<file path="config.mk">
export PLATFORM = sky130hd
export DESIGN_NAME = offchip_mem_arbiter
export DESIGN_NICKNAME = d
export VERILOG_FILES = /design/src/rtl/offchip_mem_arbiter_pkg.sv /design/src/rtl/offchip_mem_arbiter_prio_sel.sv /design/src/rtl/offchip_mem_arbiter.sv
export SDC_FILE = /design/constraint.sdc
export NUM_CORES = 1
export LEC_CHECK = 0
export CORE_AREA = 2 2 255 257
export CTS_CLUSTER_DIAMETER = 150
export DETAILED_ROUTE_END_ITERATION = 6
export DIE_AREA = 0 0 257 259
export GPL_TIMING_DRIVEN = 1
export MAX_ROUTING_LAYER = met4
export SETUP_SLACK_MARGIN = 0.1
export SLEW_MARGIN = 0
export SYNTH_ARGS = -nofsm -noshare
export SYNTH_HDL_FRONTEND = slang
export SYNTH_SLANG_ARGS = --single-unit
</file>
<file path="constraint.sdc">
create_clock -name clk -period 9.95 [get_ports clk]
set_input_delay 1.99 -clock clk [delete_from_list [all_inputs] [get_ports clk]]
set_output_delay 1.99 -clock clk [all_outputs]
set_load 0.005 [all_outputs]
</file>
<file path="src/rtl/offchip_mem_arbiter_pkg.sv">
// Shared definitions for the off-chip line-memory arbiter.
//   arb_state_t : transaction FSM encoding (IDLE -> GRANT -> WAIT -> DONE)
//   arb_owner_t : which requester owns the channel for the current transaction
//   TMO_CNT_W   : width of the saturating WAIT-cycle timeout counter
package offchip_mem_arbiter_pkg;

  typedef enum logic [1:0] {
    ARB_IDLE  = 2'd0,
    ARB_GRANT = 2'd1,
    ARB_WAIT  = 2'd2,
    ARB_DONE  = 2'd3
  } arb_state_t;

  typedef enum logic [1:0] {
    OWN_I  = 2'd0,
    OWN_D  = 2'd1,
    OWN_WB = 2'd2
  } arb_owner_t;

  localparam int TMO_CNT_W = 8;

endpackage

</file>
<file path="src/rtl/offchip_mem_arbiter_prio_sel.sv">
// Combinational priority selector for the three off-chip requesters.
// Ports:
//   i_req_i, d_req_i, wb_req_i : level requests
//   starve_i                   : I-cache has lost MAX_WAIT arbitrations in a row
//   grant_o[2:0]               : one-hot winner {wb, d, i}; all zero when nobody requests
// Normal order is wb > d > i: a D refill must never overwrite a dirty line that is still
// waiting to be written back. A starved I request jumps ahead of everything.
module offchip_mem_arbiter_prio_sel (
  input  logic       i_req_i,
  input  logic       d_req_i,
  input  logic       wb_req_i,
  input  logic       starve_i,
  output logic [2:0] grant_o
);

  always_comb begin
    grant_o = 3'b000;
    if (i_req_i && starve_i) begin
      grant_o = 3'b001;
    end else if (wb_req_i) begin
      grant_o = 3'b100;
    end else if (d_req_i) begin
      grant_o = 3'b010;
    end else if (i_req_i) begin
      grant_o = 3'b001;
    end
  end

endmodule

</file>
<file path="src/rtl/offchip_mem_arbiter.sv">
// Arbiter sharing one off-chip line-memory channel between I-cache refill (read),
// D-cache refill (read) and D-cache dirty-line writeback (write).
// Ports:
//   clk, rst                        : clock, asynchronous active-high reset
//   i_req/d_req/wb_req              : level requests, held until the matching ack
//   i_addr/d_addr/wb_addr           : request byte addresses (aligned to a line here)
//   wb_wdata                        : writeback line, stable while wb_req is high
//   i_ack/d_ack/wb_ack              : one-cycle completion pulses
//   line_rdata                      : read line, valid with i_ack / d_ack
//   bus_err                         : with the ack when the transaction timed out
//   offchip_mem_addr/_wdata         : registered line address / write data
//   offchip_mem_read_en/_write_en   : strobes, held from GRANT until ready or timeout
//   offchip_mem_data/_ready         : read data and completion from memory
//   offchip_mem_read/write_busy     : transaction in flight (GRANT and WAIT)
//   dbg_state_o                     : current FSM state for observation
// Handshake: a requester raises req and keeps it high until it sees its ack; the arbiter
// samples reqs only in IDLE, so a request dropped before being granted is simply ignored,
// and one still high in the IDLE cycle after its ack starts a new transaction.
// Memory side: the strobe stays high until offchip_mem_ready is seen in WAIT; ready seen
// in GRANT is ignored. TIMEOUT must be at least 1.
module offchip_mem_arbiter
  import offchip_mem_arbiter_pkg::*;
#(
  parameter int ADDR_W   = 32,
  parameter int LINE_W   = 128,
  parameter int MAX_WAIT = 8,
  parameter int TIMEOUT  = 255
) (
  input  logic              clk,
  input  logic              rst,
  input  logic              i_req,
  input  logic              d_req,
  input  logic              wb_req,
  input  logic [ADDR_W-1:0] i_addr,
  input  logic [ADDR_W-1:0] d_addr,
  input  logic [ADDR_W-1:0] wb_addr,
  input  logic [LINE_W-1:0] wb_wdata,
  output logic              i_ack,
  output logic              d_ack,
  output logic              wb_ack,
  output logic [LINE_W-1:0] line_rdata,
  output logic              bus_err,
  output logic [ADDR_W-1:0] offchip_mem_addr,
  output logic              offchip_mem_read_en,
  output logic              offchip_mem_write_en,
  output logic [LINE_W-1:0] offchip_mem_wdata,
  input  logic [LINE_W-1:0] offchip_mem_data,
  input  logic              offchip_mem_ready,
  output logic              offchip_mem_read_busy,
  output logic              offchip_mem_write_busy,
  output arb_state_t        dbg_state_o
);

  localparam int IW_W = $clog2(MAX_WAIT + 1);
  localparam logic [IW_W-1:0]      I_WAIT_MAX = IW_W'(MAX_WAIT);
  localparam logic [TMO_CNT_W-1:0] TMO_LAST   = TMO_CNT_W'(TIMEOUT - 1);
  localparam logic [TMO_CNT_W-1:0] TMO_SAT    = '1;
  localparam logic [ADDR_W-1:0]    ALIGN_MASK = ~(ADDR_W'(LINE_W / 8 - 1));

  arb_state_t            state_q,  state_d;
  arb_owner_t            owner_q,  owner_d;
  logic [ADDR_W-1:0]     addr_q,   addr_d;
  logic [LINE_W-1:0]     wdata_q,  wdata_d;
  logic [LINE_W-1:0]     rdata_q,  rdata_d;
  logic                  err_q,    err_d;
  logic [TMO_CNT_W-1:0]  tmo_q,    tmo_d;
  logic [IW_W-1:0]       i_wait_q, i_wait_d;

  logic [2:0] grant;
  logic       starve;
  logic       xfer_active;

  assign starve = (i_wait_q == I_WAIT_MAX);

  offchip_mem_arbiter_prio_sel u_prio_sel (
    .i_req_i  (i_req),
    .d_req_i  (d_req),
    .wb_req_i (wb_req),
    .starve_i (starve),
    .grant_o  (grant)
  );

  always_ff @(posedge clk or posedge rst) begin
    if (rst) begin
      state_q  <= ARB_IDLE;
      owner_q  <= OWN_I;
      addr_q   <= '0;
      wdata_q  <= '0;
      rdata_q  <= '0;
      err_q    <= 1'b0;
      tmo_q    <= '0;
      i_wait_q <= '0;
    end else begin
      state_q  <= state_d;
      owner_q  <= owner_d;
      addr_q   <= addr_d;
      wdata_q  <= wdata_d;
      rdata_q  <= rdata_d;
      err_q    <= err_d;
      tmo_q    <= tmo_d;
      i_wait_q <= i_wait_d;
    end
  end

  always_comb begin
    state_d  = state_q;
    owner_d  = owner_q;
    addr_d   = addr_q;
    wdata_d  = wdata_q;
    rdata_d  = rdata_q;
    err_d    = err_q;
    tmo_d    = tmo_q;
    i_wait_d = i_wait_q;

    // Starvation counting only happens at arbitration; a dropped request forgets its history.
    if (!i_req) begin
      i_wait_d = '0;
    end

    case (state_q)
      ARB_IDLE: begin
        err_d = 1'b0;
        if (grant != 3'b000) begin
          state_d = ARB_GRANT;
          if (grant[2]) begin
            owner_d = OWN_WB;
            addr_d  = wb_addr & ALIGN_MASK;
            wdata_d = wb_wdata;
          end else if (grant[1]) begin
            owner_d = OWN_D;
            addr_d  = d_addr & ALIGN_MASK;
          end else begin
            owner_d = OWN_I;
            addr_d  = i_addr & ALIGN_MASK;
          end
        end
        if (i_req) begin
          if (grant[0]) begin
            i_wait_d = '0;
          end else if (i_wait_q != I_WAIT_MAX) begin
            i_wait_d = i_wait_q + IW_W'(1);
          end
        end
      end
      ARB_GRANT: begin
        tmo_d   = '0;
        state_d = ARB_WAIT;
      end
      ARB_WAIT: begin
        if (tmo_q != TMO_SAT) begin
          tmo_d = tmo_q + TMO_CNT_W'(1);
        end
        // Ready wins over a timeout landing in the same cycle. The timeout fires in the
        // WAIT cycle whose increment brings tmo_cnt to TIMEOUT, i.e. after TIMEOUT WAIT cycles.
        if (offchip_mem_ready) begin
          rdata_d = offchip_mem_data;
          state_d = ARB_DONE;
        end else if (tmo_q >= TMO_LAST) begin
          rdata_d = '0;
          err_d   = 1'b1;
          state_d = ARB_DONE;
        end
      end
      ARB_DONE: begin
        state_d = ARB_IDLE;
      end
      default: begin
        state_d = ARB_IDLE;
      end
    endcase
  end

  // Strobes and busy flags decode straight from registered state, so an asynchronous
  // reset removes them immediately without waiting for a clock.
  assign xfer_active            = (state_q == ARB_GRANT) || (state_q == ARB_WAIT);
  assign offchip_mem_read_en    = xfer_active && (owner_q != OWN_WB);
  assign offchip_mem_write_en   = xfer_active && (owner_q == OWN_WB);
  assign offchip_mem_read_busy  = offchip_mem_read_en;
  assign offchip_mem_write_busy = offchip_mem_write_en;
  assign offchip_mem_addr       = addr_q;
  assign offchip_mem_wdata      = wdata_q;

  assign i_ack      = (state_q == ARB_DONE) && (owner_q == OWN_I);
  assign d_ack      = (state_q == ARB_DONE) && (owner_q == OWN_D);
  assign wb_ack     = (state_q == ARB_DONE) && (owner_q == OWN_WB);
  assign bus_err    = (state_q == ARB_DONE) && err_q;
  assign line_rdata = rdata_q;
  assign dbg_state_o = state_q;

  // The owner must keep its request up while its transaction is on the bus.
  a_req_held_after_grant: assert property (@(posedge clk) disable iff (rst)
    xfer_active |-> ((owner_q == OWN_I  && i_req) ||
                     (owner_q == OWN_D  && d_req) ||
                     (owner_q == OWN_WB && wb_req)));

  a_one_strobe: assert property (@(posedge clk) disable iff (rst)
    !(offchip_mem_read_en && offchip_mem_write_en));

endmodule

</file>
==> run_1/sizes.png <==
The bar under the picture is 100 um long.
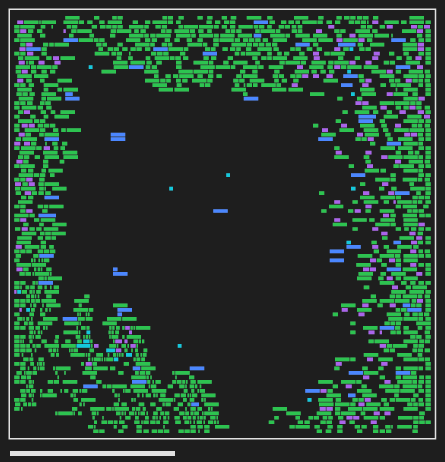
blue -> _6 and larger  # cells 52, share 3.3%
purple -> _2 cells  # cells 141, share 9.0%
green -> _0 and _1 cells  # cells 1355, share 87%
cyan -> _3 and _4 cells  # cells 18, share 1.1%
area of all placed cells without fillers: 20700 um2
Area Overhead vs Synth: 68.6%
layout buffer count excluding clock buffers: 649
setup slack after layout: 5.49 ns

==> run_1/flops_by_reg.png <==
The bar under the picture is 100 um long. Other sequential cells in the stronger grey, the rest of the logic in the fainter grey.
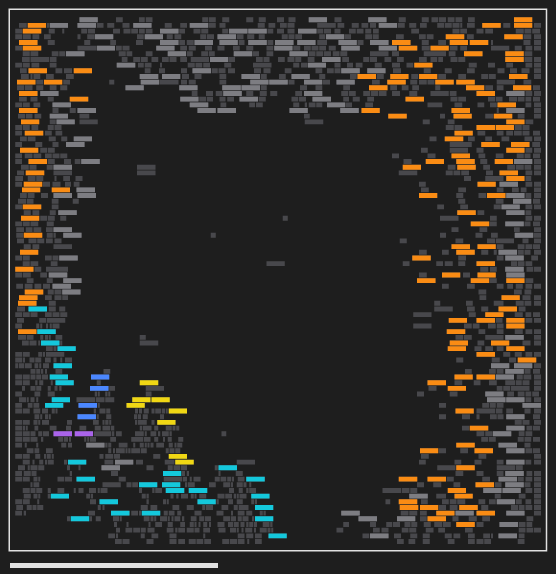
purple -> owner_q  # sequential cells 2
blue -> i_wait_q  # sequential cells 4
cyan -> offchip_mem_addr  # sequential cells 28, where bottom left
orange -> offchip_mem_wdata  # sequential cells 128, where all over the die
yellow -> tmo_q  # sequential cells 8
not coloured = 131
power drawn by the sequential cells: 0.00216 W
sequential share of cell area: 0.365
area of all sequential standard cells: 7530 um2
final core utilization: 0.323

==> run_1/metal_density.png <==
26 x 26 tiles, from dark blue (low) to red (high), scaled to the fullest tile. Values are wire area over tile area, all layers added.
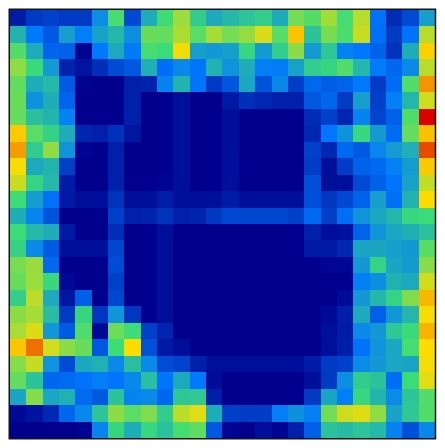
mean over tiles = 0.11
fullest tile = 0.46
nearly empty tiles = 27%
emptiest ninth of the die = middle
tiles over half the peak = 14%
global router's overall resource usage: 0.129
total length of routed wires: 43.4 mm

==> run_1/clk_routes.png <==
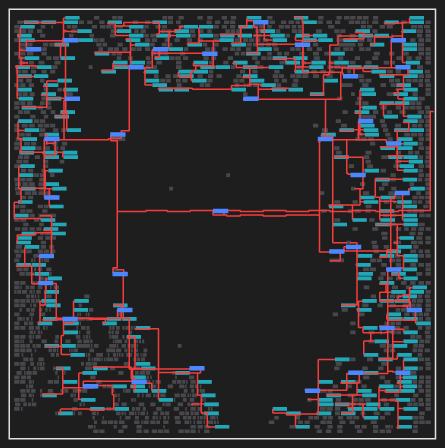
blue -> clock drivers  # count 37
cyan -> flip-flops  # count 301
red -> clock wires  # length 4560 um
flops lie = all over the die
routed clock nets = 38
power attributed to the clock group: 0.00138 W
Worst Clk Skew: 0.0281 ns

==> results_tabular.tex, run 1 <==
% Synthesis and place-and-route results
\begin{tabular}{lr}
\hline
Metric & Value \\
\hline
\multicolumn{2}{l}{\textbf{Worst setup path}} \\
Critical path peak fanout & $\sim$76 \\
Startpoint of the worst register-to-register path & dbg\_state\_o[0] \\
Longest individual stage delay on the worst path & around 0.91 ns \\
Worst Path Buf+Inv & 3 \\
Crit path DRT & around 10 ns \\
Critical Path Sink Type & flop \\
Reg-to-reg slack, setup & between 6 and 7 ns \\
Arr. time, crit path & 4.87 ns \\
RR Endpoint & offchip\_mem\_wdata[21] \\
Critical path's top delay family & buffers and inverters \\
Worst setup path class & input port to flop \\
CP max-delay cell & sky130\_fd\_sc\_hd\_\_buf\_4 \\
Most repeated library cell on the critical path & sky130\_fd\_sc\_hd\_\_buf\_4 \\
Worst reg2reg path depth & 5 \\
CP Depth & 5 \\
Critical path destination & offchip\_mem\_wdata[21] \\
Worst setup path startpoint & wb\_req \\
\multicolumn{2}{l}{\textbf{Job}} \\
Tally of max-capacitance violations & 0 \\
Number of warnings the tools reported & about 45 \\
\multicolumn{2}{l}{\textbf{Global route}} \\
Global Route met1 Usage & 0.140 \\
Met2 usage & 0.227 \\
Remaining Overflow, GRT & 0 \\
Antenna violations before repair & 11 \\
Met3 capacity usage during global routing & 0.0381 \\
Vias in the first global route & approximately 11000 \\
First-pass GRT wire length & roughly 65 mm \\
Largest net degree at the start of global routing & about 150 \\
\multicolumn{2}{l}{\textbf{Placement}} \\
RePlAce Congestion & $\sim$0.87 \\
Number of port buffers & around 640 \\
DP Wirelength & about 32 mm \\
\multicolumn{2}{l}{\textbf{Pwr}} \\
Design internal power & 0.00429 W \\
Cell leakage power & approximately 8.6 nW \\
Logic power comb & approximately 0.0025 W \\
Proportion of power drawn by flip-flops and latches & 0.357 \\
Comb power frac & 0.416 \\
Sw Pwr & 0.00177 W \\
Total power & 0.00606 W \\
Worst-case vdd ir drop & about 0.15 mV \\
Power density over the cells & 294 nW/um2 \\
Clock network fraction of total power & 0.227 \\
\multicolumn{2}{l}{\textbf{Logic synthesis}} \\
Post-Synthesis Cells & between 900 and 1000 \\
Synth mux share & 0.119 \\
Syn Area/Cell & about 13 um2 \\
Portion of synthesized cell area occupied by the leading cell type & 0.615 \\
Post-synthesis adder-cell area fraction & 0.00817 \\
Count of library flops with an enable pin & 0 \\
Dominant combinational family & AND-OR/OR-AND gates \\
Post-synth top flop & sky130\_fd\_sc\_hd\_\_dfrtp\_1 \\
Seq cells post-synth & $\sim$300 \\
Post-synthesis sequential area ratio & 0.615 \\
YS warnings & 0 \\
XOR/XNOR Area Share & 0.00286 \\
Cell types occupying the most area after synthesis & sky130\_fd\_sc\_hd\_\_dfrtp\_1, sky130\_fd\_sc\_hd\_\_mux2\_2, sky130\_fd\_sc\_hd\_\_a22o\_1, sky130\_fd\_sc\_hd\_\_o221ai\_1, sky130\_fd\_sc\_hd\_\_nand3b\_1 \\
\multicolumn{2}{l}{\textbf{Route}} \\
Met2 layer wire length in the routed design & between 20 and 25 mm \\
Total routed wire length on the met1 layer & approximately 17 mm \\
Remaining DRCs & 0 \\
Top routing layer in use & met4 \\
Via-per-instance ratio & 4.11 \\
Total length of routed met3 wires & 3.31 mm \\
Number of DRC markers in iteration 0 & 482 \\
Number of search-and-repair iterations in the first detailed-routing pass & 4 \\
\multicolumn{2}{l}{\textbf{STA}} \\
Total Neg Setup Slack & 0 ns \\
Slew Limit Headroom & 0.346 \\
Min Hold Slack & 0.473 ns \\
Worst-margin pin slew & just under 1 ns \\
Number of endpoints with negative hold slack in the final report & 0 \\
Setup repair after global routing missed its margin & no \\
Setup Viol. Count Final & 0 \\
\multicolumn{2}{l}{\textbf{CTS}} \\
Clock Tree Root & sky130\_fd\_sc\_hd\_\_clkbuf\_16 \\
Clock input transition at the sequential cells of the worst setup and hold paths & roughly 0.06 ns \\
PostCTS Resize Cnt & 0 \\
Number of buffers inserted for hold repair after clock tree synthesis & 0 \\
Clock insertion delay at the later pin of the skew report & about 0.54 ns \\
Number of H-tree levels & 2 \\
Number of sinks on the clock net & 301 \\
\multicolumn{2}{l}{\textbf{Min path}} \\
Worst hold path endpoint & offchip\_mem\_addr[26] \\
Type of the tightest min-delay check & flop to flop \\
Hold Path Stages & 2 \\
\multicolumn{2}{l}{\textbf{Finish}} \\
Mi-comb count & between 500 and 600 \\
Antenna cells & 4 \\
Number of ordinary inverters in the final layout & 39 \\
Area share of buffers outside the clock network & 0.313 \\
Final cell count without fillers & around 2400 \\
Share of post-route cells with drive strength above 1 & 0.135 \\
Clock buffers & between 50 and 60 \\
Flop count & 301 \\
Dominant logic cell type in the layout & sky130\_fd\_sc\_hd\_\_clkdlybuf4s50\_1 \\
Multi-input gate area & approximately 4200 um2 \\
Number of inserted filler cells in the final layout & around 6300 \\
Cell type taking the most area & sequential cells \\
\multicolumn{2}{l}{\textbf{Floorplan}} \\
Chip Area & $\sim$67000 um2 \\
Initial core utilization & 0.192 \\
Width of the die & about 260 um \\
Top Ports & 656 \\
Floorplan core area & roughly 64000 um2 \\
\multicolumn{2}{l}{\textbf{Outcome}} \\
Run status & complete, no violations \\
\hline
\end{tabular}
==> run_1/placement.png <==
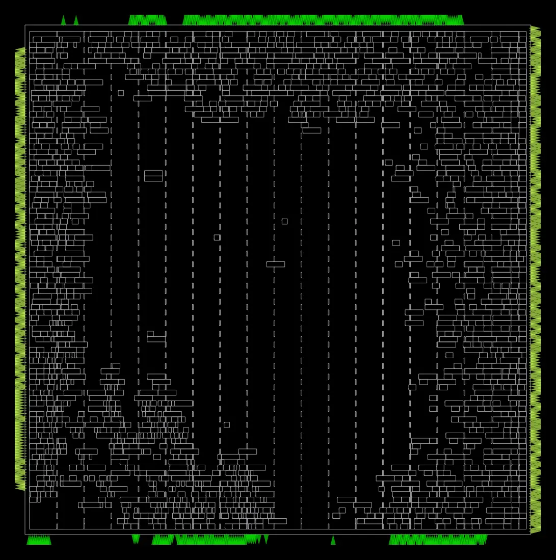

==> run 2: changes to the inputs <==
==> constraint.sdc (replaced) <==
create_clock -name clk -period 4 [get_ports clk]
set_input_delay 0.8 -clock clk [delete_from_list [all_inputs] [get_ports clk]]
set_output_delay 0.8 -clock clk [all_outputs]
set_load 0.005 [all_outputs]
==> run_2/placement.png <==
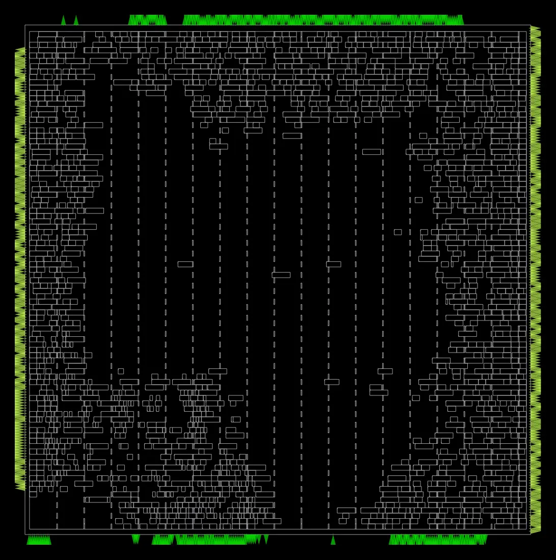
number of inserted filler cells in the final layout: 6316
# rows: 93
flop count: 301
final cell count without fillers: 2434

==> run_2/clk_routes.png <==
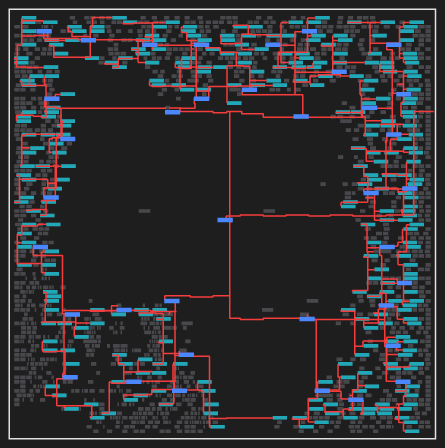
red -> clock wires  # length 4560 um
blue -> clock drivers  # count 37
cyan -> flip-flops  # count 301
routed clock nets = 38
flops lie = all over the die
clock insertion delay at the later pin of the skew report: 0.54 ns
power attributed to the clock group: 0.00333 W
Worst Clk Skew: 0.0257 ns
clock network fraction of total power: 0.221

==> run_2/metal_density.png <==
26 x 26 tiles, from dark blue (low) to red (high), scaled to the fullest tile. Values are wire area over tile area, all layers added.
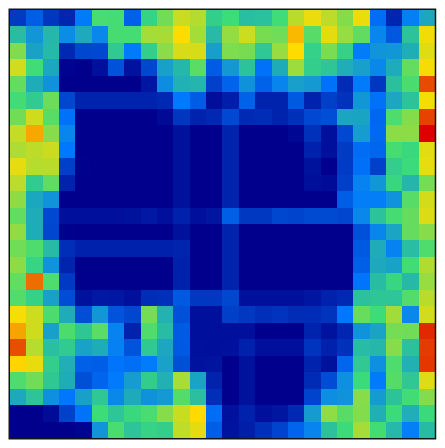
nearly empty tiles = 23%
densest ninth of the die = top right
fullest tile = 0.41
routed vias: 10072
global router's overall resource usage: 0.130
total length of routed wires: 43.8 mm

==> results_tabular.tex, run 2 <==
% Synthesis and place-and-route results
\begin{tabular}{lr}
\hline
Metric & Value \\
\hline
\multicolumn{2}{l}{\textbf{STA}} \\
Crit share post-route & 0.803 \\
Setup Viol. Count Final & 0 (unchanged) \\
Pins Over Slew Limit & 0 \\
Slew Limit Headroom & 0.335 (-0.0108) \\
Min Hold Slack & 0.478 ns (+0.00540 ns) \\
Setup repair after global routing missed its margin & no \\
Total Neg Setup Slack & 0 ns (unchanged) \\
Number of endpoints with negative hold slack in the final report & 0 (unchanged) \\
Worst-margin pin slew & 0.997 ns (+0.0162 ns) \\
Setup slack after layout & 0.789 ns (-4.70 ns) \\
\multicolumn{2}{l}{\textbf{CTS}} \\
Number of H-tree levels & 2 (unchanged) \\
PostCTS Resize Cnt & 0 (unchanged) \\
Number of sinks on the clock net & 301 (unchanged) \\
Number of buffers inserted for hold repair after clock tree synthesis & 0 (unchanged) \\
CTS tree & done \\
Clock Tree Root & sky130\_fd\_sc\_hd\_\_clkbuf\_16 \\
Clock input transition at the sequential cells of the worst setup and hold paths & 0.05 ns (about the same) \\
\multicolumn{2}{l}{\textbf{Logic synthesis}} \\
Post-synthesis adder-cell area fraction & 0.00817 (unchanged) \\
Post-Synthesis Cells & 927 (unchanged) \\
Seq cells post-synth & 301 (unchanged) \\
Portion of synthesized cell area occupied by the leading cell type & 0.615 (unchanged) \\
Syn Area/Cell & 13.2 um2 (unchanged) \\
Post-synthesis sequential area ratio & 0.615 (unchanged) \\
Dominant combinational family & AND-OR/OR-AND gates \\
Post-synth top flop & sky130\_fd\_sc\_hd\_\_dfrtp\_1 \\
YS warnings & 0 (unchanged) \\
Most frequently used cell type in the post-synthesis netlist & sky130\_fd\_sc\_hd\_\_dfrtp\_1 \\
Synth mux share & 0.119 (unchanged) \\
Count of library flops with an enable pin & 0 (unchanged) \\
Cell types occupying the most area after synthesis & sky130\_fd\_sc\_hd\_\_dfrtp\_1, sky130\_fd\_sc\_hd\_\_mux2\_2, sky130\_fd\_sc\_hd\_\_a22o\_1, sky130\_fd\_sc\_hd\_\_o221ai\_1, sky130\_fd\_sc\_hd\_\_nand3b\_1 \\
XOR/XNOR Area Share & 0.00286 (unchanged) \\
\multicolumn{2}{l}{\textbf{Pwr}} \\
Comb power frac & 0.421 (+0.005) \\
Proportion of power drawn by flip-flops and latches & 0.358 (about the same) \\
Worst-case vdd ir drop & 0.413 mV (+180\%) \\
Power drawn by the sequential cells & 0.00539 W (+150\%) \\
Sw Pwr & 0.00443 W (+150\%) \\
Power density over the cells & 724 nW/um2 (+150\%) \\
Logic power comb & 0.00634 W (+150\%) \\
Design internal power & 0.0106 W (+150\%) \\
Total power & 0.0151 W (+150\%) \\
Cell leakage power & 8.67 nW (+0.65\%) \\
\multicolumn{2}{l}{\textbf{Worst setup path}} \\
Startpoint of the worst register-to-register path & dbg\_state\_o[0] \\
Reg-to-reg slack, setup & 1.55 ns (-5.12 ns) \\
Worst setup path startpoint & dbg\_state\_o[0] \\
Worst setup path class & flop to output port \\
Worst Path Buf+Inv & 2 (-1) \\
Critical path peak fanout & 5 (-93\%) \\
Worst reg2reg path depth & 5 (unchanged) \\
Critical path destination & offchip\_mem\_read\_busy \\
Arr. time, crit path & 2.41 ns (-2.46 ns) \\
Longest individual stage delay on the worst path & 0.60 ns (-0.31 ns) \\
Critical Path Sink Type & output port \\
CP max-delay cell & sky130\_fd\_sc\_hd\_\_clkdlybuf4s50\_1 \\
Crit path DRT & 3.20 ns (-7.16 ns) \\
CP Depth & 4 (-1) \\
Critical path's top delay family & buffers and inverters \\
RR Endpoint & offchip\_mem\_wdata[104] \\
\multicolumn{2}{l}{\textbf{Global route}} \\
Met3 capacity usage during global routing & 0.0403 (+0.00225) \\
Antenna violations before repair & 10 (-1) \\
Remaining Overflow, GRT & 0 (unchanged) \\
Global Route met1 Usage & 0.139 (-0.000930) \\
Largest net degree at the start of global routing & 101 (-31\%) \\
Vias in the first global route & 10817 (+2.2\%) \\
Routing layer with the top usage in global route & met2 \\
First-pass GRT wire length & 65.1 mm (+0.76\%) \\
Met2 usage & 0.224 (-0.00270) \\
\multicolumn{2}{l}{\textbf{Outcome}} \\
Run status & complete, no violations \\
\multicolumn{2}{l}{\textbf{Route}} \\
Number of search-and-repair iterations in the first detailed-routing pass & 4 (unchanged) \\
Via-per-instance ratio & 4.14 (+0.69\%) \\
Detail-routed net length per standard cell & about 18 um \\
Total length of routed met3 wires & 3.27 mm (-1.3\%) \\
Total routed wire length on the met1 layer & 16.9 mm (+2.3\%) \\
Met2 layer wire length in the routed design & 22.5 mm (about the same) \\
Number of DRC markers in iteration 0 & 427 (-11\%) \\
Top routing layer in use & met4 \\
\multicolumn{2}{l}{\textbf{Finish}} \\
Multi-input gate area & 4170 um2 (unchanged) \\
Final core utilization & 0.325 (+0.00192) \\
Area share of buffers outside the clock network & 0.319 (+0.00562) \\
Area of all placed cells without fillers & 20800 um2 (+0.59\%) \\
Sequential share of cell area & 0.362 (-0.00215) \\
Number of ordinary inverters in the final layout & 39 (unchanged) \\
Antenna cells & 8 (+4) \\
Cell type taking the most area & sequential cells \\
Mi-comb count & 511 (unchanged) \\
Share of final layout cell area taken by clock buffers and inverters & 0.0583 \\
Area Overhead vs Synth & 69.6\% \\
Area of all sequential standard cells & 7530 um2 (unchanged) \\
Share of post-route cells with drive strength above 1 & 0.141 (+0.00594) \\
Layout buffer count excluding clock buffers & 658 (+1.4\%) \\
Clock buffers & 50 (-9.1\%) \\
Dominant logic cell type in the layout & sky130\_fd\_sc\_hd\_\_clkdlybuf4s50\_1 \\
\multicolumn{2}{l}{\textbf{Job}} \\
Number of warnings the tools reported & 47 (+4.4\%) \\
Tally of max-capacitance violations & 0 (unchanged) \\
\multicolumn{2}{l}{\textbf{Floorplan}} \\
Chip Area & 66600 um2 (unchanged) \\
Floorplan core area & 63900 um2 (unchanged) \\
Top Ports & 656 (unchanged) \\
Initial core utilization & 0.192 (unchanged) \\
Width of the die & 257 um (unchanged) \\
Tap cell count & 855 \\
\multicolumn{2}{l}{\textbf{Placement}} \\
RePlAce Congestion & 0.855 (-1.5\%) \\
DP Wirelength & 33.2 mm (+2.1\%) \\
Number of port buffers & 639 (unchanged) \\
\multicolumn{2}{l}{\textbf{Min path}} \\
Worst hold path endpoint & offchip\_mem\_addr[13] \\
Hold Path Stages & 2 (unchanged) \\
Type of the tightest min-delay check & flop to flop \\
\hline
\end{tabular}
==> run_2/sizes.png <==
The bar under the picture is 100 um long.
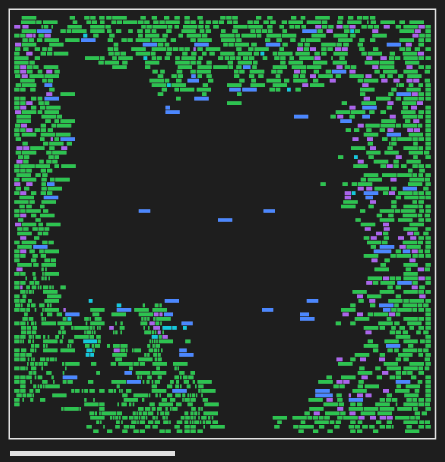

==> run 3: changes to the inputs <==
==> constraint.sdc (replaced) <==
create_clock -name clk -period 3 [get_ports clk]
set_input_delay 0.6 -clock clk [delete_from_list [all_inputs] [get_ports clk]]
set_output_delay 0.6 -clock clk [all_outputs]
set_load 0.005 [all_outputs]
==> run_3/sizes.png <==
The bar under the picture is 100 um long.
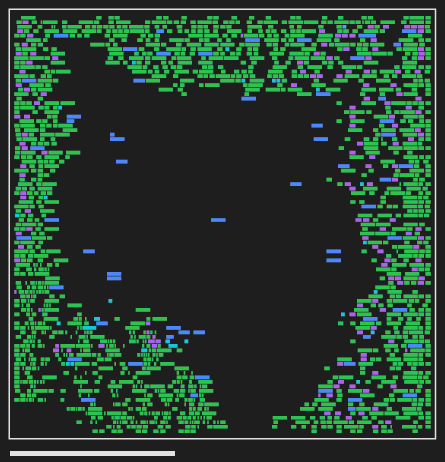
purple -> _2 cells  # cells 143, share 9.0%
cyan -> _3 and _4 cells  # cells 26, share 1.6%
blue -> _6 and larger  # cells 60, share 3.8%
green -> _0 and _1 cells  # cells 1352, share 86%
layout buffer count excluding clock buffers: 667
Area Overhead vs Synth: 70.3%
area of all placed cells without fillers: 20900 um2

==> run_3/flops_by_reg.png <==
The bar under the picture is 100 um long. Other sequential cells in the stronger grey, the rest of the logic in the fainter grey.
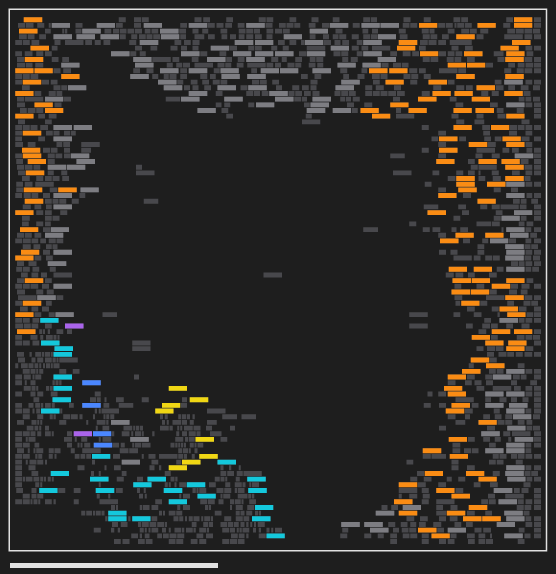
orange -> offchip_mem_wdata  # sequential cells 128, where all over the die
yellow -> tmo_q  # sequential cells 8
cyan -> offchip_mem_addr  # sequential cells 28, where bottom left
blue -> i_wait_q  # sequential cells 4, where bottom left
purple -> owner_q  # sequential cells 2
not coloured = 131
final core utilization: 0.327
sequential share of cell area: 0.361
power drawn by the sequential cells: 0.00718 W

==> results_tabular.tex, run 3 <==
% Synthesis and place-and-route results
\begin{tabular}{lr}
\hline
Metric & Value \\
\hline
\multicolumn{2}{l}{\textbf{Logic synthesis}} \\
Dominant combinational family & AND-OR/OR-AND gates \\
Post-Synthesis Cells & 927 (unchanged) \\
Area fraction in and, or, nand and nor cells & 0.0567 \\
Post-synthesis adder-cell area fraction & 0.00817 (unchanged) \\
Cell Type Count & $\sim$50 \\
Most frequently used cell type in the post-synthesis netlist & sky130\_fd\_sc\_hd\_\_dfrtp\_1 \\
Portion of synthesized cell area occupied by the leading cell type & 0.615 (unchanged) \\
XOR/XNOR Area Share & 0.00286 (unchanged) \\
Post-synth top flop & sky130\_fd\_sc\_hd\_\_dfrtp\_1 \\
Post-synthesis sequential area ratio & 0.615 (unchanged) \\
Seq cells post-synth & 301 (unchanged) \\
Cell types occupying the most area after synthesis & sky130\_fd\_sc\_hd\_\_dfrtp\_1, sky130\_fd\_sc\_hd\_\_mux2\_2, sky130\_fd\_sc\_hd\_\_a22o\_1, sky130\_fd\_sc\_hd\_\_o221ai\_1, sky130\_fd\_sc\_hd\_\_nand3b\_1 \\
Count of library flops with an enable pin & 0 (unchanged) \\
YS warnings & 0 (unchanged) \\
Syn Area/Cell & 13.2 um2 (unchanged) \\
Synth mux share & 0.119 (unchanged) \\
\multicolumn{2}{l}{\textbf{STA}} \\
Setup slack after layout & 0.259 ns (-0.530 ns) \\
Crit share post-route & 0.914 \\
Pins Over Slew Limit & 0 (unchanged) \\
Worst Clk Skew & 0.0196 ns (-0.00613 ns) \\
Setup Viol. Count Final & 0 (unchanged) \\
Number of endpoints with negative hold slack in the final report & 0 (unchanged) \\
Worst-margin pin slew & 0.636 ns (-0.361 ns) \\
Total Neg Setup Slack & 0 ns (unchanged) \\
Setup repair after global routing missed its margin & no \\
Min Hold Slack & 0.462 ns (-0.0162 ns) \\
Slew Limit Headroom & 0.573 (+0.238) \\
\multicolumn{2}{l}{\textbf{Placement}} \\
DP Wirelength & 33.5 mm (+1.1\%) \\
RePlAce Congestion & 0.872 (+2.0\%) \\
Number of port buffers & 639 (unchanged) \\
\multicolumn{2}{l}{\textbf{Finish}} \\
Clock buffers & 55 (+10\%) \\
Mi-comb count & 511 (unchanged) \\
Number of ordinary inverters in the final layout & 39 (unchanged) \\
Multi-input gate area & 4170 um2 (+0.12\%) \\
Cell type taking the most area & sequential cells \\
Area share of buffers outside the clock network & 0.323 (+0.00374) \\
Dominant logic cell type in the layout & sky130\_fd\_sc\_hd\_\_clkdlybuf4s50\_1 \\
Share of final layout cell area taken by clock buffers and inverters & 0.0572 (-0.00108) \\
Area of all sequential standard cells & 7530 um2 (unchanged) \\
Flop count & 301 (unchanged) \\
Share of post-route cells with drive strength above 1 & 0.145 (+0.00417) \\
Antenna cells & 5 (-3) \\
\multicolumn{2}{l}{\textbf{Pwr}} \\
Comb power frac & 0.424 (+0.003) \\
Worst-case vdd ir drop & 0.661 mV (+60\%) \\
Cell leakage power & 8.71 nW (+0.53\%) \\
Proportion of power drawn by flip-flops and latches & 0.358 (about the same) \\
Net switching fraction of the power & 0.293 \\
Total power & 0.0201 W (+33\%) \\
Power attributed to the clock group & 0.00438 W (+32\%) \\
Sw Pwr & 0.00588 W (+33\%) \\
Power density over the cells & 962 nW/um2 (+33\%) \\
Clock network fraction of total power & 0.218 (-0.003) \\
Logic power comb & 0.00851 W (+34\%) \\
Design internal power & 0.0142 W (+34\%) \\
\multicolumn{2}{l}{\textbf{Worst setup path}} \\
Critical Path Sink Type & output port \\
Worst setup path class & flop to output port \\
Arr. time, crit path & 2.14 ns (-0.27 ns) \\
Reg-to-reg slack, setup & 0.74 ns (-0.81 ns) \\
Critical path's top delay family & buffers and inverters \\
Longest individual stage delay on the worst path & 0.55 ns (-0.05 ns) \\
CP max-delay cell & sky130\_fd\_sc\_hd\_\_clkdlybuf4s50\_1 \\
RR Endpoint & offchip\_mem\_wdata[88] \\
Critical path peak fanout & 5 (unchanged) \\
Startpoint of the worst register-to-register path & dbg\_state\_o[1] \\
CP Depth & 4 (unchanged) \\
Crit path DRT & 2.40 ns (-0.80 ns) \\
Worst reg2reg path depth & 5 (unchanged) \\
Critical path destination & offchip\_mem\_read\_busy \\
Worst setup path startpoint & dbg\_state\_o[1] \\
Worst Path Buf+Inv & 2 (unchanged) \\
\multicolumn{2}{l}{\textbf{Global route}} \\
Vias in the first global route & 10837 (+0.18\%) \\
Global Route met1 Usage & 0.142 (+0.00244) \\
First-pass GRT wire length & 65.8 mm (+1.1\%) \\
Largest net degree at the start of global routing & 86 (-15\%) \\
Met3 capacity usage during global routing & 0.0393 (-0.000976) \\
Remaining Overflow, GRT & 0 (unchanged) \\
Antenna violations before repair & 11 (+1) \\
Routing layer with the top usage in global route & met2 \\
Met2 usage & 0.229 (+0.00539) \\
Global router's overall resource usage & 0.131 (+0.000990) \\
\multicolumn{2}{l}{\textbf{Route}} \\
Via-per-instance ratio & 4.19 (+1.1\%) \\
Met2 layer wire length in the routed design & 22.8 mm (+1.5\%) \\
Number of DRC markers in iteration 0 & 413 (-3.3\%) \\
Number of search-and-repair iterations in the first detailed-routing pass & 5 (+1) \\
Top routing layer in use & met4 \\
Total length of routed met3 wires & 3.51 mm (+7.5\%) \\
Total length of routed wires & 44.0 mm (+0.39\%) \\
Routed vias & 10217 (+1.4\%) \\
Total routed wire length on the met1 layer & 16.5 mm (-2.1\%) \\
Detail-routed net length per standard cell & 18.0 um (+0.10\%) \\
\multicolumn{2}{l}{\textbf{CTS}} \\
CTS tree & done \\
Clock insertion delay at the later pin of the skew report & 0.54 ns (about the same) \\
PostCTS Resize Cnt & 2 (+2) \\
Clock Tree Root & sky130\_fd\_sc\_hd\_\_clkbuf\_16 \\
Total CTS buffers & 37 \\
Number of buffers inserted for hold repair after clock tree synthesis & 0 (unchanged) \\
Clock input transition at the sequential cells of the worst setup and hold paths & 0.06 ns (about the same) \\
Number of H-tree levels & 2 (unchanged) \\
Number of sinks on the clock net & 301 (unchanged) \\
\multicolumn{2}{l}{\textbf{Outcome}} \\
Run status & complete, no violations \\
\multicolumn{2}{l}{\textbf{Floorplan}} \\
Chip Area & 66600 um2 (unchanged) \\
Initial core utilization & 0.192 (unchanged) \\
Die height & 259 um \\
Width of the die & 257 um (unchanged) \\
Top Ports & 656 (unchanged) \\
\# rows & 93 (unchanged) \\
\multicolumn{2}{l}{\textbf{Job}} \\
Number of warnings the tools reported & 44 (-6.4\%) \\
\multicolumn{2}{l}{\textbf{Min path}} \\
Type of the tightest min-delay check & input port to asynchronous set/reset pin \\
\hline
\end{tabular}
==> run_3/placement.png <==
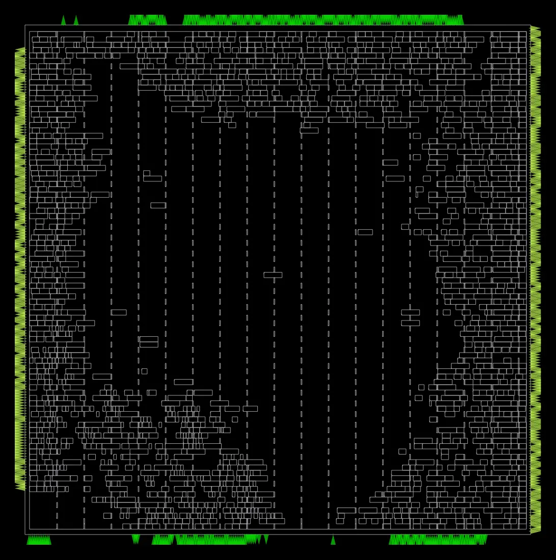
tap cell count: 855
floorplan core area: 63900 um2
number of inserted filler cells in the final layout: 6307
final cell count without fillers: 2441

No activity file was given, so power comes from the tool's default toggle rates.
